==> config.mk <==
export PLATFORM = sky130hd
export DESIGN_NAME = serial_flag_framer_tx
export DESIGN_NICKNAME = d
export VERILOG_FILES = /design/src/rtl/serial_flag_framer_tx.sv
export SDC_FILE = /design/constraint.sdc
export NUM_CORES = 1
export LEC_CHECK = 0
export CAP_MARGIN = 20
export CORE_ASPECT_RATIO = 0.9
export CORE_MARGIN = 3
export CORE_UTILIZATION = 50
export CTS_CLUSTER_DIAMETER = 100
export DETAILED_ROUTE_END_ITERATION = 6
export PLACE_DENSITY = 0.71
export SETUP_SLACK_MARGIN = 0.1
export SLEW_MARGIN = 20
export SYNTH_ARGS = -nofsm -noshare
export SYNTH_HDL_FRONTEND = slang
export SYNTH_SLANG_ARGS = --single-unit
==> constraint.sdc <==
create_clock -name clk -period 3 [get_ports clk]
set_input_delay 0.45 -clock clk [delete_from_list [all_inputs] [get_ports clk]]
set_output_delay 0.45 -clock clk [all_outputs]
set_load 0.005 [all_outputs]
**Clock wires, drivers and flops**

(8 px per um)
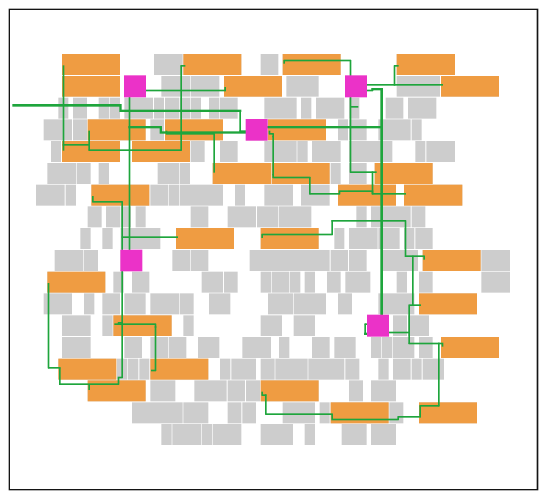
- magenta: clock drivers (count 5)
- green: clock wires (length 409 um)
- orange: flip-flops (count 31)
- flops lie: spread over the die
power attributed to the clock group: 0.284 mW
setup skew after layout: 0.01245 ns
insertion delay to the later sink of the worst-skew pair: 0.34 ns
clock power share: 0.344

**Routing congestion**

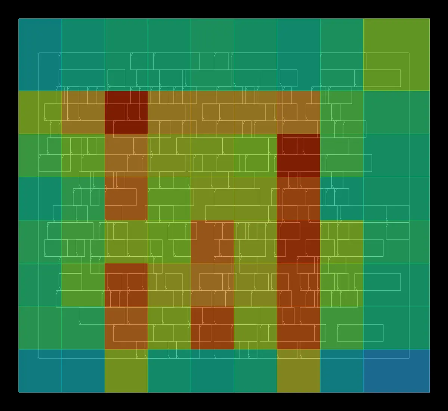
global routing usage summed across all routing layers: 0.1845
utilization after layout: 0.6305

==> run summary <==
On the backend side, the flow ran end to end.

Per the OpenROAD timing report, the critical path contains 4 cells. The number of setup violations in the final report stands at 0. The instance area after placement stands at 1763 um2. Of all the cell area in the finished design, the clock network holds 0.03757. The setup TNS stands at 0 ns. The count of cells along the worst register-to-register path stands at 4.

The die is 59.86 um tall. Counting every net in the synthesized netlist gives 196. The number of port buffers stands at 15.

Setup repair after global routing left no endpoint under its margin. In this run the layout overhead on the synthesized area is reported as 13.66%. Summing all multi-input logic gate instances after layout gives 893.4 um2.

The warning count from the yosys run stands at 0. In this run the deepest clock path goes through 2 buffers. The initial core utilization stands at 0.5547. The number of well-tap cells placed stands at 40. Sorting the synthesized cells by how often they occur yields sky130_fd_sc_hd__dfxtp_1, sky130_fd_sc_hd__nand2_1, sky130_fd_sc_hd__a21oi_1.

The number of rows created at floorplan stands at 18. In this run, CTS created clock tree buffers numbering 5. The total of clock buffers placed in the layout stands at 8. The worst path required time stands at 3.23 ns. The final-layout worst hold slack stands at 0.4593 ns. The async set-or-reset flop fraction in the synthesized netlist stands at 0. The instance count after placement with tap cells included stands at 228. The critical path is of the reg -> reg type. The sequential cell area fraction in the yosys report stands at 0.3851. The buffer count from post-CTS setup fixing stands at 0. Across all layers, the routed design uses 1277 vias. The timing report gives the worst reg2reg path a setup slack of 0.79 ns.

The report lists the cells along the critical path as or3b_4 > o32ai_4 > a211o_4 > mux2_2. For this design, the sink count on the clock tree is 31. The depth of the CTS H-tree stands at 2. The remaining antenna violation count after routing stands at 0. The maximum clock frequency stands at 453.2 MHz. The remaining global-route overflow stands at 0.

Looking at the clock tree report, the root buffer type is sky130_fd_sc_hd__clkbuf_4. STA lists the maximum fanout along the critical path as 14. In the Yosys stats the netlist draws on 38 distinct library cells. The final layout contains a sequential cell count of 31.

In the finished design, the share of the clock period the worst path needs comes to 0.7355. The fraction of cell area in multi-input combinational cells is reported as 0.4877. The finished layout cell area stands at 1832 um2. Per the final layout report, the fraction of cells sized above drive strength 1 comes to 0.1327. The main area contributors are sky130_fd_sc_hd__dfxtp_1, sky130_fd_sc_hd__mux2_2, sky130_fd_sc_hd__nand2_1.

The number of non-filler instances in the completed layout stands at 236. The largest individual stage delay along the critical path comes from the cell sky130_fd_sc_hd__dfxtp_1. The layout report lists the non-clock buffer share of cell area as 0.09016.

In the layout the commonest cells are sky130_fd_sc_hd__dfxtp_1, sky130_fd_sc_hd__nand2_1, sky130_fd_sc_hd__clkdlybuf4s50_1. The arrival time of data at the worst endpoint is listed as 2.43 ns. Routability-driven placement finished with a final weighted congestion of 0.8354. In the post-route report, total wirelength is listed as 3.225 mm.

Across all checked pins, the minimum headroom to the slew limit is 0.3630. In the synthesized netlist the dominant register cell turns out to be sky130_fd_sc_hd__dfxtp_1. Summed over all cells, the static leakage comes to 0.6475 nW.

On the reported timing paths, the clock transition at the registers reads 0.09 ns. The delay of the slowest cell on the worst path stands at 0.59 ns. The flow ran to the end, and the final reports show no timing, DRC or antenna violations. The area fraction of the largest cell type after synthesis is 0.3851. The smallest clock period supported by the final layout is computed as 2.206 ns.

The multi-input combinational gate total stands at 131. Of the total standard cell area in the layout, the sequential portion is 0.3388. The number of fillers in the final layout stands at 274. Counting endpoints that fail hold in the final report gives 0.

The number of cells in the yosys synthesis report stands at 181. The largest net degree at the start of global routing stands at 31. The transition at the pin with the smallest max-transition slack stands at 0.9525 ns.

The worst setup path is launched from a flip-flop. The count of mapped cells out of synthesis stands at 181. After layout, the worst setup slack is 0.7936 ns. The tool flagged a number of max-cap violations equal to 0. The number of buffers added to fix hold violations after cts stands at 0. In this run the count of I/O pins placed on the die edge is 16. The total chip power stands at 0.8262 mW. From left edge to right edge, the die measures 65.85 um.

STA classifies the critical path endpoint as a flip-flop. Yosys mapped a number of flops with a built-in enable equal to 0. The number of buffers and inverters on the critical path is 0. Broken down by cell family, the worst path's largest delay share belongs to AND-OR/OR-AND gates. The tool warning count stands at 27.

The synthesis stats list as the most numerous cell sky130_fd_sc_hd__dfxtp_1. After synthesis, the mean cell area works out to 8.904 um2. The worst supply voltage drop on vdd stands at 0.0004146 V.

The number of DRC markers in iteration 0 stands at 72. The ratio of total power to cell area stands at 451.1 nW/um2. The post-synth area from yosys stat stands at 1612 um2.

The number of nets in the finished design stands at 210. TritonCTS built the clock tree. The number of antenna repair diodes stands at 0. Detailed placement ended at an HPWL of 2.308 mm. The total of plain and repair buffers excluding clock buffers stands at 17.

The wire length per cell after detailed routing stands at 13.67 um. The overall chip area stands at 3941 um2. The post-place setup slack stands at 0.8209 ns. Per the layout report, the design carries 9 non-clock inverters.

The number of antenna violations at the first check in global routing stands at 0. The post-synth register bit count is 31. The first global-routing pass estimated 5.478 mm of wire.

The number of instances resized during post-cts repair stands at 0. By instance count after routing, the leading logic cell type is sky130_fd_sc_hd__dfxtp_1. The count of cells along the worst hold path stands at 2. The register area stands at 620.6 um2. Among all cell classes, the greatest summed area belongs to combinational gates. In this run the worst hold path is classified as reg -> reg. The DRC violation count after routing stands at 0. The first-pass detailed-route iteration total stands at 4.
-- cells by family after synthesis --
| group | Yosys count | synth area share |
|---|---|---|
| DFF | 31 | 0.3851 |
| buffers and inverters | 19 | 0.06056 |
| adders and majority gates | 3 | 0.02329 |
| xor gates and xnor gates | 1 | 0.005436 |
| muxes | 21 | 0.1467 |
| and+or+nand+nor | 72 | 0.2236 |
| AOI/OAI and AO/OA | 34 | 0.1553 |
-- power by group --
group	total (mW)	switching, mW	leakage, nW	internal, mW
clock	0.284	0.146	0.0386	0.138
combinational	0.101	0.0494	0.357	0.0518
sequential	0.441	0.0152	0.252	0.426
-- routing by layer --
layer | routed length (um) | GRT usage
met1 | 1627 | 0.2549
met2 | 1436 | 0.2743
met3 | 130 | 0.04511
met4 | 30 | 0.07692
met5 | 0 | 0
Power figures rest on the tool's default switching activity, not on a simulated workload.
